**src/rtl/multicycle_control_fsm.sv**
```systemverilog
// multicycle_control_fsm: main control FSM for the multicycle MIPS datapath.
// Sequences fetch/decode/execute/mem/writeback, counts retired instructions, flags illegal opcodes.
module multicycle_control_fsm #(
  parameter int CNT_WIDTH = 32
) (
  input  logic                 clk,
  input  logic                 reset,
  input  logic [5:0]           Opcode,
  input  logic                 Zero,
  input  logic                 MemReady,
  output logic                 PCWrite,
  output logic                 IorD,
  output logic                 MemRead,
  output logic                 MemWrite,
  output logic                 IRWrite,
  output logic [1:0]           RegDst,
  output logic [1:0]           MemtoReg,
  output logic                 RegWrite,
  output logic                 ALUSrcA,
  output logic [2:0]           ALUSrcB,
  output logic [2:0]           ALUOp,
  output logic [1:0]           PCSource,
  output logic                 IllegalOp,
  output logic [CNT_WIDTH-1:0] RetiredCount,
  output logic [3:0]           State
);
  typedef enum logic [3:0] {
    IDLE, FETCH, DECODE, MEMADR, MEMRD, MEMWB, MEMWR, REXEC,
    RWB, BRANCH, JUMP, IEXEC, IWB, LUIWB, JAL
  } state_t;

  localparam logic [5:0] OP_R = 6'h00, OP_J = 6'h02, OP_JAL = 6'h03, OP_BEQ = 6'h04,
    OP_BNE = 6'h05, OP_ADDI = 6'h08, OP_ANDI = 6'h0C, OP_ORI = 6'h0D, OP_LUI = 6'h0F,
    OP_LW = 6'h23, OP_SW = 6'h2B;

  state_t state, nextState;
  logic retire;

  assign State = state;
  assign retire = (nextState == FETCH) && !(state inside {IDLE, FETCH, DECODE});

  always_ff @(posedge clk or negedge reset) begin
    if (!reset) begin
      state        <= IDLE;
      IllegalOp    <= 1'b0;
      RetiredCount <= '0;
    end else begin
      state <= nextState;
      if (state == DECODE && nextState == FETCH) IllegalOp <= 1'b1;
      if (retire) RetiredCount <= RetiredCount + 1'b1;
    end
  end

  // Outputs are forced low while reset is held so no partial write leaks out.
  always_comb begin
    nextState = state;
    PCWrite   = 1'b0;
    IorD      = 1'b0;
    MemRead   = 1'b0;
    MemWrite  = 1'b0;
    IRWrite   = 1'b0;
    RegDst    = 2'd0;
    MemtoReg  = 2'd0;
    RegWrite  = 1'b0;
    ALUSrcA   = 1'b0;
    ALUSrcB   = 3'd0;
    ALUOp     = 3'b000;
    PCSource  = 2'd0;
    if (reset) begin
      unique case (state)
        IDLE: nextState = FETCH;
        FETCH: begin
          MemRead   = 1'b1;
          ALUSrcB   = 3'd1;
          IRWrite   = MemReady;
          PCWrite   = MemReady;
          nextState = MemReady ? DECODE : FETCH;
        end
        DECODE: begin
          ALUSrcB = 3'd3;
          unique case (Opcode)
            OP_R:                    nextState = REXEC;
            OP_LW, OP_SW:            nextState = MEMADR;
            OP_BEQ, OP_BNE:          nextState = BRANCH;
            OP_J:                    nextState = JUMP;
            OP_JAL:                  nextState = JAL;
            OP_ADDI, OP_ANDI, OP_ORI: nextState = IEXEC;
            OP_LUI:                  nextState = LUIWB;
            default:                 nextState = FETCH;
          endcase
        end
        MEMADR: begin
          ALUSrcA   = 1'b1;
          ALUSrcB   = 3'd2;
          nextState = (Opcode == OP_SW) ? MEMWR : MEMRD;
        end
        MEMRD: begin
          MemRead   = 1'b1;
          IorD      = 1'b1;
          nextState = MemReady ? MEMWB : MEMRD;
        end
        MEMWB: begin
          MemtoReg  = 2'd1;
          RegWrite  = 1'b1;
          nextState = FETCH;
        end
        MEMWR: begin
          MemWrite  = 1'b1;
          IorD      = 1'b1;
          nextState = MemReady ? FETCH : MEMWR;
        end
        REXEC: begin
          ALUSrcA   = 1'b1;
          ALUOp     = 3'b010;
          nextState = RWB;
        end
        RWB: begin
          RegDst    = 2'd1;
          RegWrite  = 1'b1;
          nextState = FETCH;
        end
        BRANCH: begin
          ALUSrcA   = 1'b1;
          ALUOp     = 3'b001;
          PCSource  = 2'd1;
          PCWrite   = (Opcode == OP_BEQ) ? Zero : ~Zero;
          nextState = FETCH;
        end
        JUMP: begin
          PCSource  = 2'd2;
          PCWrite   = 1'b1;
          nextState = FETCH;
        end
        IEXEC: begin
          ALUSrcA   = 1'b1;
          ALUSrcB   = (Opcode == OP_ADDI) ? 3'd2 : 3'd4;
          ALUOp     = (Opcode == OP_ANDI) ? 3'b100 : (Opcode == OP_ORI) ? 3'b011 : 3'b000;
          nextState = IWB;
        end
        IWB: begin
          RegWrite  = 1'b1;
          nextState = FETCH;
        end
        LUIWB: begin
          MemtoReg  = 2'd3;
          RegWrite  = 1'b1;
          nextState = FETCH;
        end
        JAL: begin
          RegDst    = 2'd2;
          MemtoReg  = 2'd2;
          RegWrite  = 1'b1;
          PCSource  = 2'd2;
          PCWrite   = 1'b1;
          nextState = FETCH;
        end
        default: nextState = IDLE;
      endcase
    end
  end
endmodule
```
**config.mk**
```make
export PLATFORM = sky130hd
export DESIGN_NAME = multicycle_control_fsm
export DESIGN_NICKNAME = d
export VERILOG_FILES = /design/src/rtl/multicycle_control_fsm.sv
export SDC_FILE = /design/constraint.sdc
export NUM_CORES = 1
export LEC_CHECK = 0
export CAP_MARGIN = 25
export CORE_AREA = 8 8 68 93
export DETAILED_ROUTE_END_ITERATION = 10
export DIE_AREA = 0 0 76 101
export PLACE_DENSITY = 0.79
export SLEW_MARGIN = 10
export SYNTH_ARGS = -nofsm -noshare
export SYNTH_HDL_FRONTEND = slang
export SYNTH_SLANG_ARGS = --single-unit
```
**constraint.sdc**
```tcl
create_clock -name clk -period 3.5 [get_ports clk]
set_input_delay 1.05 -clock clk [delete_from_list [all_inputs] [get_ports clk]]
set_output_delay 1.05 -clock clk [all_outputs]
set_load 0.02 [all_outputs]
```
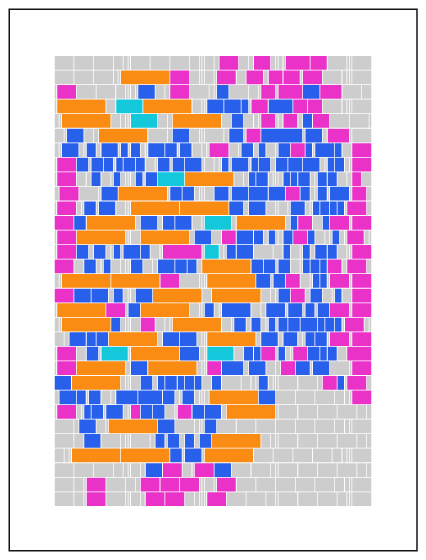
**Above:** run 1 (placement by cell class).
Fill, decap, tap and diode cells in grey.
legend:
  cyan:
    class: clock drivers and dummy loads
    cells: 7
  blue:
    class: remaining logic cells
    cells: 199
  magenta:
    class: remaining buffers and delay cells
    cells: 88
  orange:
    class: registers
    cells: 37
Placement Rows: 31
sequential fraction of total cell area: 28.8%
Core Util, Final: 64.2%
Core Box Area: 5000 um2
cell area after layout: 3210 um2

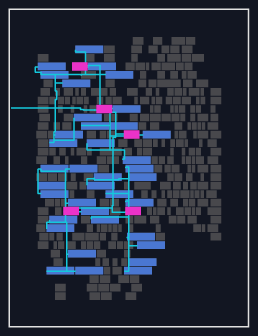
**Above:** run 1 (clock distribution).
legend:
  magenta:
    item: clock-net drivers
    count: 5
  cyan:
    item: clock wires
    length: 404 um
  blue:
    item: flip-flops
    count: 37
routed clock nets: 6
Setup Skew: 7.61 ps
clock latency of the later-clocked register in the worst-skew pair: 280 ps
power of the clock network: 0.297 mW
clock network fraction of total power: 17.5%

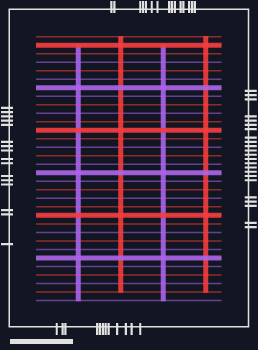
**Above:** run 1 (power grid).
Scale bar: 20 um. Pins as bars on the die edge.
legend:
  red:
    net: VDD
  purple:
    net: VSS
rows: 31
met5 straps: 6
met4 straps: 4
signal pins: 66
worst IR drop on VDD: 367 uV
die outline width: 76 um
die height: 101 um

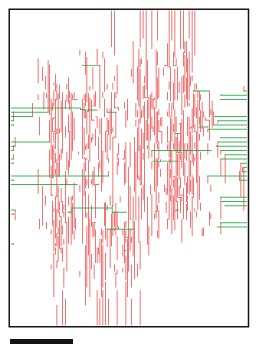
**Above:** run 1 (metal layers overlaid).
Scale bar: 20 um. Only two layers are drawn.
legend:
  red:
    layer: M2
    wire_length: 3,290 um
  green:
    layer: M3
    wire_length: 362 um
vias: 2,159
drt wl/cell: 15.7 um
global-route usage over all layers: 16.4%

run 1: repair_timing:
action,CTS,global route
gates resized,26,5
pin swaps,3,5
buffers inserted,0,0
endpoints found under the setup margin,7,5
run 1: layout by cell type, fill, tap and decap left out, drive strengths merged, types with 3 or more instances in the layout:
| cell | Yosys | final |
|---|---|---|
| clkdlybuf4s50 | 0 | 50 |
| dfrtp | 37 | 37 |
| nor2 | 17 | 17 |
| xnor2 | 32 | 32 |
| nor2b | 7 | 7 |
| o21ai | 5 | 5 |
| buf | 10 | 26 |
| nand2 | 23 | 23 |
| and2 | 8 | 8 |
| a21oi | 7 | 7 |
| nand3 | 17 | 17 |
| nand4 | 17 | 17 |
| clkbuf | 6 | 6 |
| inv | 5 | 5 |
| nor3 | 8 | 8 |
| dlygate4sd2 | 0 | 7 |
| and3 | 14 | 14 |
| dlymetal6s2s | 0 | 3 |
run 1: cell families after synthesis:
logic type / Yosys count / share of synthesized area [%]
fa+ha+maj: 1 / 0.546
xor+xnor: 34 / 13.0
mux: 1 / 0.491
compound gates: 35 / 10.8
buf+inv: 21 / 5.35
simple gates: 123 / 29.4
flops: 37 / 40.4
run 1: worst max path at each step:
| stage | startpoint | end |
|---|---|---|
| finish | Opcode[1] | PCWrite |
| floorplan | Opcode[1] | PCWrite |
| CTS | Opcode[3] | PCWrite |
| detailed placement | Opcode[1] | PCWrite |
| global route | Opcode[1] | PCWrite |
| global placement | Opcode[1] | PCWrite |
run 1: flip-flops by register name, indices dropped and copies added (netlist names):
signal / count
State: 4
IllegalOp: 1
RetiredCount: 32
run 1: power breakdown:
group,leakage [nW],switching (mW),internal [mW]
combinational,0.839,0.471,0.376
clock,0.0433,0.141,0.155
sequential,0.501,0.0803,0.476
total,1.38,0.693,1.01
==> flow_results.org, run 1 <==
#+TITLE: Physical design notes

** Routing
- Final wirelength :: roughly 6200 um
- Met3 routed wirelength :: ~360 um
- DRT Pass-1 Iters :: 4
- Residual antenna-violating net count after detailed routing :: 0

** GRT
- Largest net degree at the start of global routing :: 26
- Met2 GRT Util :: about 29%
- Global routing usage on met1 :: between 10% and 20%

** Cells and area
- The final layout report lists a non-clock buffer count of a little under 90.
- Tally of filler cells in the layout :: between 400 and 500
- Footprint of the flip-flops and latches :: around 930 um2
- In the final design database the tool counted between 300 and 400 nets.
- ClkCell Share :: 2.80%
- There are 37 flip-flops and latches.
- Multi-input combinational cell count :: around 190
- # diodes :: 0

** Clock network
- H-Tree Level Count :: 2
- Clock slew at the register clock pins of the worst setup and hold paths :: around 70 ps
- Sinks on the clock net :: 37
- Clock root buffer master :: clkbuf_8

** Setup path
- Per STA, the worst path is made up of dlygate4sd2_1 -> nor4_2 -> nand3b_1 -> xnor2_1 -> nor3_1 -> o311a_1 -> buf_4.
- Buf+Inv Stages, Crit Path :: 2
- Class of the most critical setup path :: in -> out
- Data arrives at the worst endpoint at approximately 2400 ps.
- Along the worst path, the maximum fanout reaches 2.
- Required @ worst endpoint :: 2450 ps
- Looking at the reg2reg group, the worst path starts from State[2].
- Max stage delay cell, worst path :: nor4_2

** STA
- TNS Setup :: 0 ps
- For this run, the top clock speed supported by timing is ~290 MHz.
- Worst hold slack across all endpoints :: 470 ps

** Hold path
- Class of the most critical hold timing path :: reg -> reg
- Along the worst hold path, the cell count comes to 1.
- Worst-case hold path end point :: RetiredCount[31]

** Logic synthesis
- Flops after synth :: 37
- For reference, the post-synthesis area per instance comes to between 9 and 10 um2.
- Area leader, netlist :: dfrtp_1
- Cells after synthesis :: between 200 and 300
- Among all flip-flop cells after synthesis, the most frequent one is dfrtp_1.

** Status
- The run finished with clean final reports.

** Floorplanning
- Full die area :: about 7700 um2

** Run
- In this run the maximum-capacitance check reported violations numbering 0.

** Placed design
- The congestion estimate from routability-driven global placement came to ~0.89.

** Power
- The script computed a power per unit cell area of 529 nW/um2.
**Run 1: clock routing**

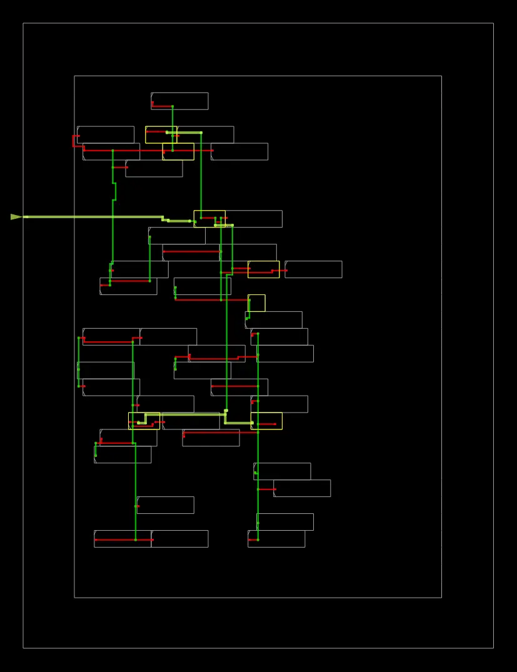

==> run 1 -> run 2 <==
--- a/config.mk
+++ b/config.mk
@@ -6,10 +6,11 @@
 export NUM_CORES = 1
 export LEC_CHECK = 0
 export CAP_MARGIN = 25
-export CORE_AREA = 8 8 68 93
+export CORE_AREA = 8 8 62 85
 export DETAILED_ROUTE_END_ITERATION = 10
-export DIE_AREA = 0 0 76 101
-export PLACE_DENSITY = 0.79
+export DIE_AREA = 0 0 70 93
+export DONT_BUFFER_PORTS = 1
+export PLACE_DENSITY = 0.73
 export SLEW_MARGIN = 10
 export SYNTH_ARGS = -nofsm -noshare
 export SYNTH_HDL_FRONTEND = slang
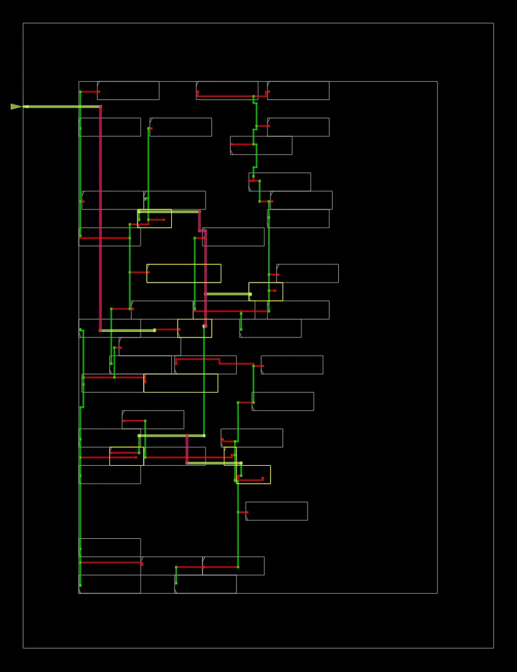
**Above:** run 2 (clock routing).
power of the clock network: 0.433 mW
sinks on the clock net: 37
CLK BUF: 5

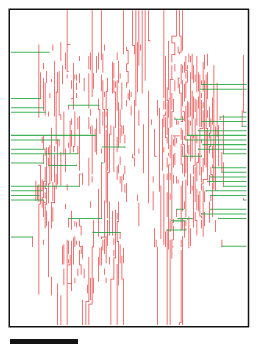
**Above:** run 2 (metal layers overlaid).
Scale bar: 20 um. Only two layers are drawn.
legend:
  green:
    layer: M3
    wire_length: 472 um
  red:
    layer: M2
    wire_length: 2,860 um
drt wl/cell: 18.7 um
global-route usage over all layers: 16.9%
final wirelength: 5610 um
vias: 1,879

==> run 2 against run 1 <==
Effect of this change:
- non-clock buffer count fell by 77
- fmax increased by 7.3%
- wire length decreased by 10%
- register-to-register slack lost 90 ps
- design area shrank 23%
- synthesized cell count unchanged
- die size fell by 15%
- critical path depth fell by 2
- critical endpoint unchanged
==> flow_results.org, run 2 <==
#+TITLE: Physical design notes

** Status
- Run status :: complete, no violations

** Power
- Worst IR drop on VDD :: approximately 600 uV
- Internal power comes to 0.959 mW.
- The flow reports that combinational logic draws between 30% and 40% of the design power.
- Power Dens Cells :: roughly 660 nW/um2
- Looking at the power breakdown, the clock network takes a little over a quarter of the total.

** Logic synthesis
- Area leader, netlist :: dfrtp_1
- The post-synth register bit count is 37.
- For reference, the post-synthesis area per instance comes to 9.10 um2.

** STA
- Setup Skew :: 3.66 ps
- Adding up every negative setup slack in the final design gives 0 ps.

** Cells and area
- Most common logic cells in the final layout :: dfrtp_1, xnor2_1, nand2_1
- Counting flops per register, the top entry is RetiredCount.
- Cell area after layout :: 2460 um2
- Top cell excl fill/tap :: dfrtp_1

** Setup path
- Max Fanout on Critical Path :: 11
- Data arrival time at the worst-slack endpoint :: 2200 ps

** Clock network
- H-Tree Level Count :: 2
- Per the post-CTS timing run, clock transition at the registers of the reported paths is ~70 ps.
- CTS-repair resized insts :: 0

** Routing
- Nets still carrying antenna violations after routing amount to 0.

** GRT
- Global routing consumed, on the met2 layer, roughly 29% of the routing resources.
- Global routing usage on met1 :: around a fifth

** Placed design
- Final weighted congestion of routability-driven global placement :: between 0.8 and 0.9

** Run
- Across the run, the number of max-cap violations was 0.
-- run 2: cell counts after synthesis --
No cell type changed its count.
-- run 2: worst paths after layout --
check	from	endpoint	slack, ps	depth (start not counted)
hold / removal	reset	RetiredCount[0]	450	0
min in group clk	RetiredCount[31]	RetiredCount[31]	620	1
setup / recovery	Opcode[1]	PCWrite	250	5
max in group asynchronous	reset	RetiredCount[27]	2950	0
setup reg to reg	State[2]	RetiredCount[21]	830	8
hold reg to reg	RetiredCount[31]	RetiredCount[31]	620	1
-- run 2: logic make-up after synthesis --
| family | after synthesis | synth area share, % |
|---|---|---|
| simple gates | 123 | 29.4 |
| mux | 1 | 0.491 |
| fa+ha+maj | 1 | 0.546 |
| buf+inv | 21 | 5.35 |
| flops | 37 | 40.4 |
| xor+xnor | 34 | 13.0 |
| compound gates | 35 | 10.8 |
-- run 2: critical path: cells and delay by family --
| kind | cells | cell delay, ps |
|---|---|---|
| simple gates | 3 | 540 |
| compound gates | 1 | 410 |
| xor+xnor | 1 | 200 |
-- run 2: power groups by stage --
stage,combinational [mW],clock (mW),sequential (mW)
2_1_floorplan,0.547,0,0.585
3_3_place_gp,0.553,0,0.636
3_5_place_dp,0.554,0,0.636
4_1_cts,0.557,0.448,0.626
5_1_grt,0.607,0.462,0.637
6_report,0.557,0.433,0.626
-- run 2: layout make-up --
type / count / area (um2)
clock buffer: 5 / 68.8
clock inverter: 3 / 65.1
fill: 373 / 1600
inverter: 5 / 18.8
multi-input combinational: 194 / 1240
sequential: 37 / 926
tap: 45 / 56.3
timing repair buffer: 11 / 82.6
-- run 2: metrics by stage --
step | hold WS (ps) | utilization (%)
2_1_floorplan | 582 | -
3_3_place_gp | 611 | 57.3
3_5_place_dp | 616 | 57.3
4_1_cts | 440 | 60.6
5_1_grt | 430 | 60.6
6_report | 449 | 60.6
Power is estimated from default activity; no workload was simulated.
